## src/rtl/compuertas_logicas_reg.sv

```systemverilog
// Registered, parametrised two-input bitwise logic unit with valid/ready
// handshaking, an optional accumulator operand and a wrapping operation count.
module compuertas_logicas_reg #(
  parameter int               WIDTH    = 8,
  parameter logic [WIDTH-1:0] ACC_INIT = '0,
  parameter int               CNT_W    = 8
) (
  input  logic             clk,
  input  logic             rst_n,
  input  logic             in_valid,
  output logic             in_ready,
  input  logic [WIDTH-1:0] e0,
  input  logic [WIDTH-1:0] e1,
  input  logic [2:0]       op,
  input  logic             acc_mode,
  input  logic             acc_clr,
  output logic             out_valid,
  input  logic             out_ready,
  output logic [WIDTH-1:0] s,
  output logic             zero,
  output logic             ones,
  output logic [WIDTH-1:0] acc,
  output logic [CNT_W-1:0] op_count
);

  typedef enum logic [2:0] {
    OP_AND  = 3'd0,
    OP_OR   = 3'd1,
    OP_XOR  = 3'd2,
    OP_NAND = 3'd3,
    OP_NOR  = 3'd4,
    OP_XNOR = 3'd5,
    OP_NOT  = 3'd6,
    OP_YES  = 3'd7
  } op_t;

  typedef enum logic {
    EMPTY = 1'b0,
    FULL  = 1'b1
  } state_t;

  state_t           state, state_next;
  logic             accept;
  logic [WIDTH-1:0] acc_eff;
  logic [WIDTH-1:0] operand_b;
  logic [WIDTH-1:0] result;

  assign out_valid = (state == FULL);
  assign in_ready  = !out_valid || out_ready;
  assign accept    = in_valid && in_ready;

  // A clear in the same cycle as an accumulate accept must already be
  // visible to the operation, so B sees ACC_INIT rather than the stale acc.
  assign acc_eff   = acc_clr ? ACC_INIT : acc;
  assign operand_b = acc_mode ? acc_eff : e1;

  always_comb begin
    // NOTE: every always_comb output gets a default first so no path can
    // leave it unassigned and infer a latch.
    result = '0;
    unique case (op_t'(op))
      OP_AND:  result = e0 & operand_b;
      OP_OR:   result = e0 | operand_b;
      OP_XOR:  result = e0 ^ operand_b;
      OP_NAND: result = ~(e0 & operand_b);
      OP_NOR:  result = ~(e0 | operand_b);
      OP_XNOR: result = ~(e0 ^ operand_b);
      OP_NOT:  result = ~e0;
      OP_YES:  result = e0;
    endcase
  end

  always_comb begin
    state_next = state;
    if (accept)
      state_next = FULL;
    else if (out_ready)
      state_next = EMPTY;
  end

  // NOTE: sequential state uses non-blocking assignments so every register
  // samples pre-edge values regardless of statement order.
  always_ff @(posedge clk) begin
    if (!rst_n) begin
      state    <= EMPTY;
      s        <= '0;
      zero     <= 1'b0;
      ones     <= 1'b0;
      acc      <= ACC_INIT;
      op_count <= '0;
    end else begin
      state <= state_next;
      if (accept) begin
        s        <= result;
        zero     <= (result == '0);
        ones     <= (result == '1);
        op_count <= op_count + CNT_W'(1);
      end
      if (accept && acc_mode)
        acc <= result;
      else if (acc_clr)
        acc <= ACC_INIT;
    end
  end

endmodule

```

## config.mk

```make
export PLATFORM = sky130hd
export DESIGN_NAME = compuertas_logicas_reg
export DESIGN_NICKNAME = d
export VERILOG_FILES = /design/src/rtl/compuertas_logicas_reg.sv
export SDC_FILE = /design/constraint.sdc
export NUM_CORES = 1
export LEC_CHECK = 0
export ABC_AREA = 1
export ABC_CLOCK_PERIOD_IN_PS = 2300
export CAP_MARGIN = 10
export CORE_MARGIN = 4
export CORE_UTILIZATION = 51
export CTS_CLUSTER_DIAMETER = 50
export DETAILED_ROUTE_END_ITERATION = 6
export GPL_ROUTABILITY_DRIVEN = 1
export PLACE_DENSITY = 0.81
export SLEW_MARGIN = 20
export SYNTH_ARGS = -nofsm -noshare
export SYNTH_HDL_FRONTEND = slang
export SYNTH_SLANG_ARGS = --single-unit
```

## constraint.sdc

```tcl
create_clock -name clk -period 2.3 [get_ports clk]
set_input_delay 0.46 -clock clk [delete_from_list [all_inputs] [get_ports clk]]
set_output_delay 0.46 -clock clk [all_outputs]
set_load 0.03 [all_outputs]
```

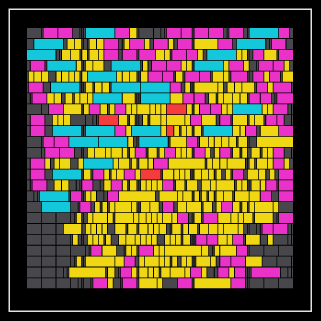
Figure 1: run 1, cell classes on the final placement.
Drawn at 4 px/µm. Fill, decap, tap and diode cells in grey.
| class | colour | cells | share of their area |
|---|---|---|---|
| other buffers and delay cells | magenta | 114 | 30% |
| clock drivers and dummy loads | red | 4 | 1.4% |
| all other logic | yellow | 310 | 53% |
| flops | cyan | 27 | 16% |
final core occ: 78.6%
area of the core: 4350 µm²

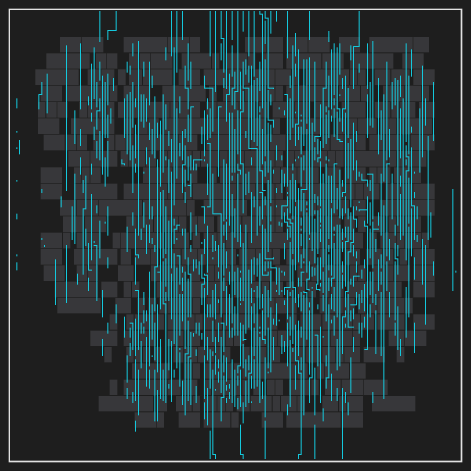
Figure 2: run 1, met2 routing.
Drawn at 6 px/µm.
main direction: vertical
longest straight run: 32.3 µm
Vias: 2890
GR Util met2: 42.9%
routed wire length: 7.89 mm

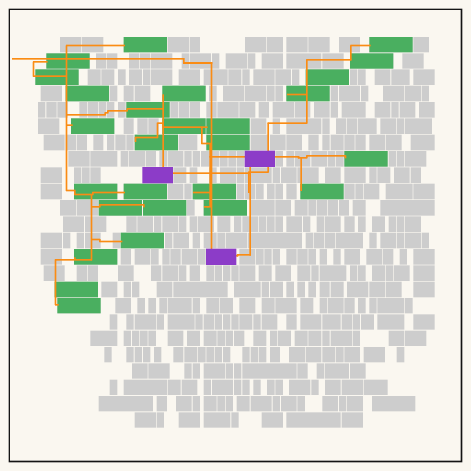
Figure 3: run 1, routed clock nets over the placement.
Drawn at 6 px/µm.
[cells driving clock nets] purple | count: 3
[clock wires] orange | length: 344 µm
[flip-flops] green | count: 27
routed clock nets: 4
Layout Skew: 2.50 ps
clock share of power: 19.7%
worst skew pair latency: 270 ps

==> run 1: placed cells by master, fill, tap and decap left out, drive strengths merged <==
cell and count:
dfxtp 27, and3 2, clkinv 2, buf 62, nand2 85, nor4 1, clkdlybuf4s50 50, a211oi 2
ha 17, nand3b 8, nand3 23, nand4 19, inv 54, o21ai 27, clkbuf 4, a21oi 20
o211ai 4, nor2 41, dlymetal6s2s 1, nor3 4, clkinvlp 1, o21a 1
==> run 1: power by group <==
part	internal [mW]	switching, mW
logic	0.270	0.332
registers	0.493	0.0174
clock network	0.122	0.152
==> run 1: final cells by class <==
class	instances	area [µm²]	area share, %
multi-input combinational	254	1550	45.3
inverter	56	214	6.25
tap	52	65.1	1.90
clock inverter	1	5.00	0.146
clock buffer	3	41.3	1.21
sequential	27	541	15.8
timing repair buffer	114	1010	29.4
==> run 1: timing repair <==
item	in CTS	in global routing
setup buffers	6	9
pin swaps	8	17
resized	33	17
gates cloned	0	0
setup endpoints to repair	16	14
==> run 1: cell families after synthesis <==
group / Yosys count
adders and majority gates: 17
DFF: 27
and+or+nand+nor: 183
AOI/OAI and AO/OA: 54
buffers and inverters: 72
==> run 1: sequential cells by signal (all words and copies together), names as in the netlist <==
name / cells
zero: 1
out_valid: 1
acc: 8
s: 8
op_count: 8
ones: 1
==> run 1: synthesized netlist by cell type, types with 4 or more instances <==
cell | count | area, µm²
nand3_1 | 14 | 70.1
ha_1 | 17 | 213
o21ai_0 | 25 | 125
buf_2 | 4 | 20.0
nand4_1 | 19 | 119
a21oi_1 | 18 | 90.1
nand3_2 | 9 | 90.1
nand3b_1 | 6 | 45.0
inv_1 | 53 | 199
dfxtp_1 | 27 | 541
nor2_1 | 36 | 135
buf_6 | 6 | 67.6
nand2_1 | 82 | 308
o211ai_1 | 4 | 30.0
==> results.tsv, run 1 <==
stage	metric	value	unit
critical_path	stages on the worst setup path	4	
yosys	Synth Seq Share	23.5	%
clock_network	clock sinks	27	
clock_network	hold buffers post-CTS	0	
cells_and_area	Ant. Diodes	0	
floorplanning	placement row count	24	
yosys	syn nets	395	
power	leakage	1.70	nW
timing	endpoints failing setup	0	
status	status	finished, final reports clean	
drt	WL met2	3.74	mm
yosys	Mapped Area	2300	µm²
place	placed cell areas	3110	µm²
yosys	ao+oa area frac	12.8	%
timing	WHS	470	ps
cells_and_area	area delta synth->final	48.9	%
yosys	EDFF count, synth	0	
grt	gr busiest metal	met2	
flow_run	Log Warnings	34	
power	PD cells	405	nW/µm²
worst_hold_path	hold depth	2	
critical_path	crit path launch	out_ready	
critical_path	CP max FO	3	
critical_path	Setup crit end	in_ready	
drt	drt via density	5.70	
drt	M1 wire length	3.05	mm
cells_and_area	final instance area	3420	µm²
drt	DRC Markers	0	
worst_hold_path	Hold Crit Start	op_count[7]	
timing	post-route setup slack	76.4	ps
drt	met3 wire len	795	µm
yosys	Synth warnings	0	
critical_path	R2R cell count	13	
timing	post-layout period usage	96.7	%
drt	Initial DRT Pass Iterations	7	
critical_path	Critical Path AT	1760	ps
cells_and_area	Layout Nets	498	
critical_path	Crit Reg-Reg Endpoint	zero	
yosys	adder share	9.25	%
yosys	MUX share of area	0	%
yosys	synthesis area per yosys	2300	µm²
clock_network	Longest Clk Path Bufs	2	
timing	Tmin final	2220	ps
floorplanning	Initial Util	52.8	%
drt	DR top layer	met4	
drt	antenna viol nets, final	0	
place	dpl cells	488	
grt	largest net degree at the start of global routing	24	
grt	gr usage total	25.2	%
place	DP HPWL	5.12	mm
floorplanning	Die W	75.1	µm
critical_path	crit path capture type	output pin	
yosys	Gate Count Post-Synth	353	
drt	per-cell routed wire length	15.6	µm
floorplanning	# IOs	53	
grt	first-pass GRT wire length	11.3	mm
critical_path	Critical Path Slowest Stage Cell	clkdlybuf4s50_1	
critical_path	Worst path top cell family by delay	buffers and inverters	
grt	initial antenna violation count	0	
yosys	syn avg cell area	6.51	µm²
yosys	Basic Gates by Area	39.2	%
yosys	largest family of logic cells by area	simple AND/OR/NAND/NOR gates	
worst_hold_path	HP Class	register to register	
Figure 4. Clock nets (run 1).
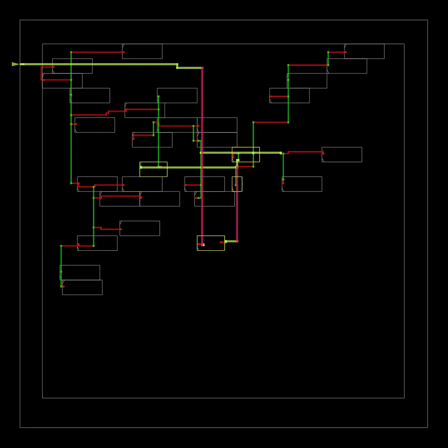

==> inputs of run 2 (changes only) <==
--- a/config.mk
+++ b/config.mk
@@ -13,7 +13,7 @@
 export CTS_CLUSTER_DIAMETER = 50
 export DETAILED_ROUTE_END_ITERATION = 6
 export GPL_ROUTABILITY_DRIVEN = 1
-export PLACE_DENSITY = 0.81
+export PLACE_DENSITY = 0.79
 export SLEW_MARGIN = 20
 export SYNTH_ARGS = -nofsm -noshare
 export SYNTH_HDL_FRONTEND = slang
==> constraint.sdc (replaced) <==
create_clock -name clk -period 2.3 [get_ports clk]
set_input_delay 0.46 -clock clk [delete_from_list [all_inputs] [get_ports clk]]
set_output_delay 0.46 -clock clk [all_outputs]
set_load 0.01 [all_outputs]
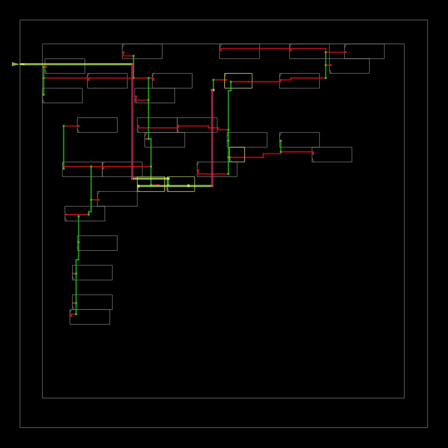
Figure 5: run 2, clock nets.
CTS Buf Count: 3
sequential cells: 27
Clock Power: 0.275 mW
Layout Skew: 2.68 ps

==> run 2 against run 1 <==
Fmax rose by 2.6%; final cell count down 2.0%; sequential power about the same; synthesized cell count unchanged; clock power about the same; first-iteration DRC count fell by 46%; critical path type is now input port to register; largest power group unchanged.
==> results.tsv, run 2 <==
stage	metric	value	unit
cells_and_area	Top cells excl fill/tap	nand2_1 (76), clkdlybuf4s50_1 (50), inv_1 (47), buf_4 (47), nor2_1 (32)	
clock_network	clock sinks	27	
floorplanning	Die W	75.1	µm
drt	Initial DRT Pass Iterations	5	
timing	post-layout period usage	94.2	%
cells_and_area	area delta synth->final	46.4	%
timing	Tmin final	2170	ps
flow_run	Log Warnings	34	
clock_network	hold buffers post-CTS	0	
yosys	Synth Seq Share	23.5	%
status	status	finished, final reports clean	
critical_path	crit path launch	e1[7]	
yosys	most frequent cell after synthesis	nand2_1	
drt	antenna viol nets, final	0	
floorplanning	area of the core	4350	µm²
critical_path	Setup crit end	acc[7]	
timing	endpoints failing setup	0	
critical_path	CP max FO	3	
cells_and_area	Ant. Diodes	0	
worst_hold_path	HP Class	register to register	
place	DP HPWL	5.00	mm
critical_path	crit path capture type	register	
critical_path	Critical Path AT	2340	ps
grt	first-pass GRT wire length	10.4	mm
grt	gr usage total	23.3	%
yosys	post-synth top area cell	dfxtp_1	
yosys	EDFF count, synth	0	
yosys	leading cell types by count after synthesis	nand2_1 (82), inv_1 (53), nor2_1 (36)	
yosys	syn avg cell area	6.51	µm²
power	PD cells	390	nW/µm²
drt	per-cell routed wire length	13.6	µm
yosys	Gate Count Post-Synth	353	
floorplanning	placement row count	24	
cells_and_area	dominant logic cell type in the layout	nand2_1	
power	leakage	1.68	nW
yosys	synthesis area per yosys	2300	µm²
drt	routed wire length	6.77	mm
critical_path	Critical Path Slowest Stage Cell	clkdlybuf4s50_1	
critical_path	R2R cell count	12	
grt	initial antenna violation count	0	
drt	Vias	2625	
timing	post-route setup slack	133	ps
drt	DRC Markers	0	
clock_network	post_cts resized	12	
grt	largest net degree at the start of global routing	17	
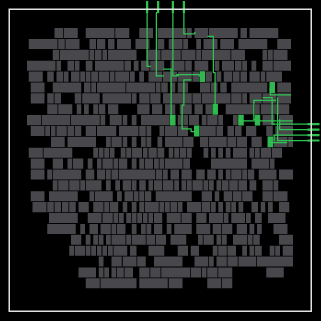
Figure 6: run 2, port wiring.
Drawn at 4 px/µm.
| port | colour | bits | direction | end cells | buffers | wire |
|---|---|---|---|---|---|---|
| e1 | green | 8 | input | 8 | 8 | 214 µm |
# port buffers: 52
# IOs: 53

-- run 2: cell types whose count changed in the layout (fill, tap and decap cells not counted), sizes merged --
| cell | delta |
|---|---|
| buf | -11 |
| clkinv | -1 |
| dlymetal6s2s | +1 |
| inv | +1 |
-- run 2: worst max-delay path: cells and delay by family --
kind	cells	cell delay, ps
buf+inv	5	850
compound gates	2	210
fa+ha+maj	1	290
simple gates	5	530
-- run 2: logic make-up (layout without fill, tap and decap cells) --
family | count (synthesis) | count (layout) | share of synthesized area (%)
AND/OR/NAND/NOR | 183 | 183 | 39.2
AND-OR/OR-AND | 54 | 54 | 12.8
adder cells (fa/ha/maj) | 17 | 17 | 9.25
flip-flops | 27 | 27 | 23.5
buffers and inverters | 72 | 164 | 15.1
-- run 2: final cells by class --
type | instances | area [µm²] | area share (%)
multi-input combinational | 254 | 1530 | 45.4
timing repair buffer | 104 | 975 | 29.0
sequential | 27 | 541 | 16.1
inverter | 56 | 210 | 6.25
tap | 52 | 65.1 | 1.93
clock buffer | 3 | 41.3 | 1.23
clock inverter | 1 | 7.51 | 0.223
-- run 2: power breakdown --
| part | switching [mW] | leakage, nW | total [mW] | internal [mW] |
|---|---|---|---|---|
| registers | 0.0164 | 0.221 | 0.509 | 0.493 |
| logic | 0.269 | 1.43 | 0.529 | 0.260 |
| clock network | 0.152 | 0.0217 | 0.275 | 0.123 |
-- run 2: layer usage --
metal  part of all wire, %  wire length [µm]  track usage (%)
met1                    44              2970             30.3
met2                    48              3270             39.7
met3                   5.2               350             2.67
met4                   2.7               180             8.54
met5                     0                 0                0
-- run 2: stage by stage --
stage	instance area (µm²)	total power, mW
global route	3370	1.39
detailed placement	3140	0.992
finish	3370	1.31
CTS	3220	1.27
floorplan	2300	0.769
global placement	3140	0.983
No activity file was given, so power comes from the tool's default toggle rates.
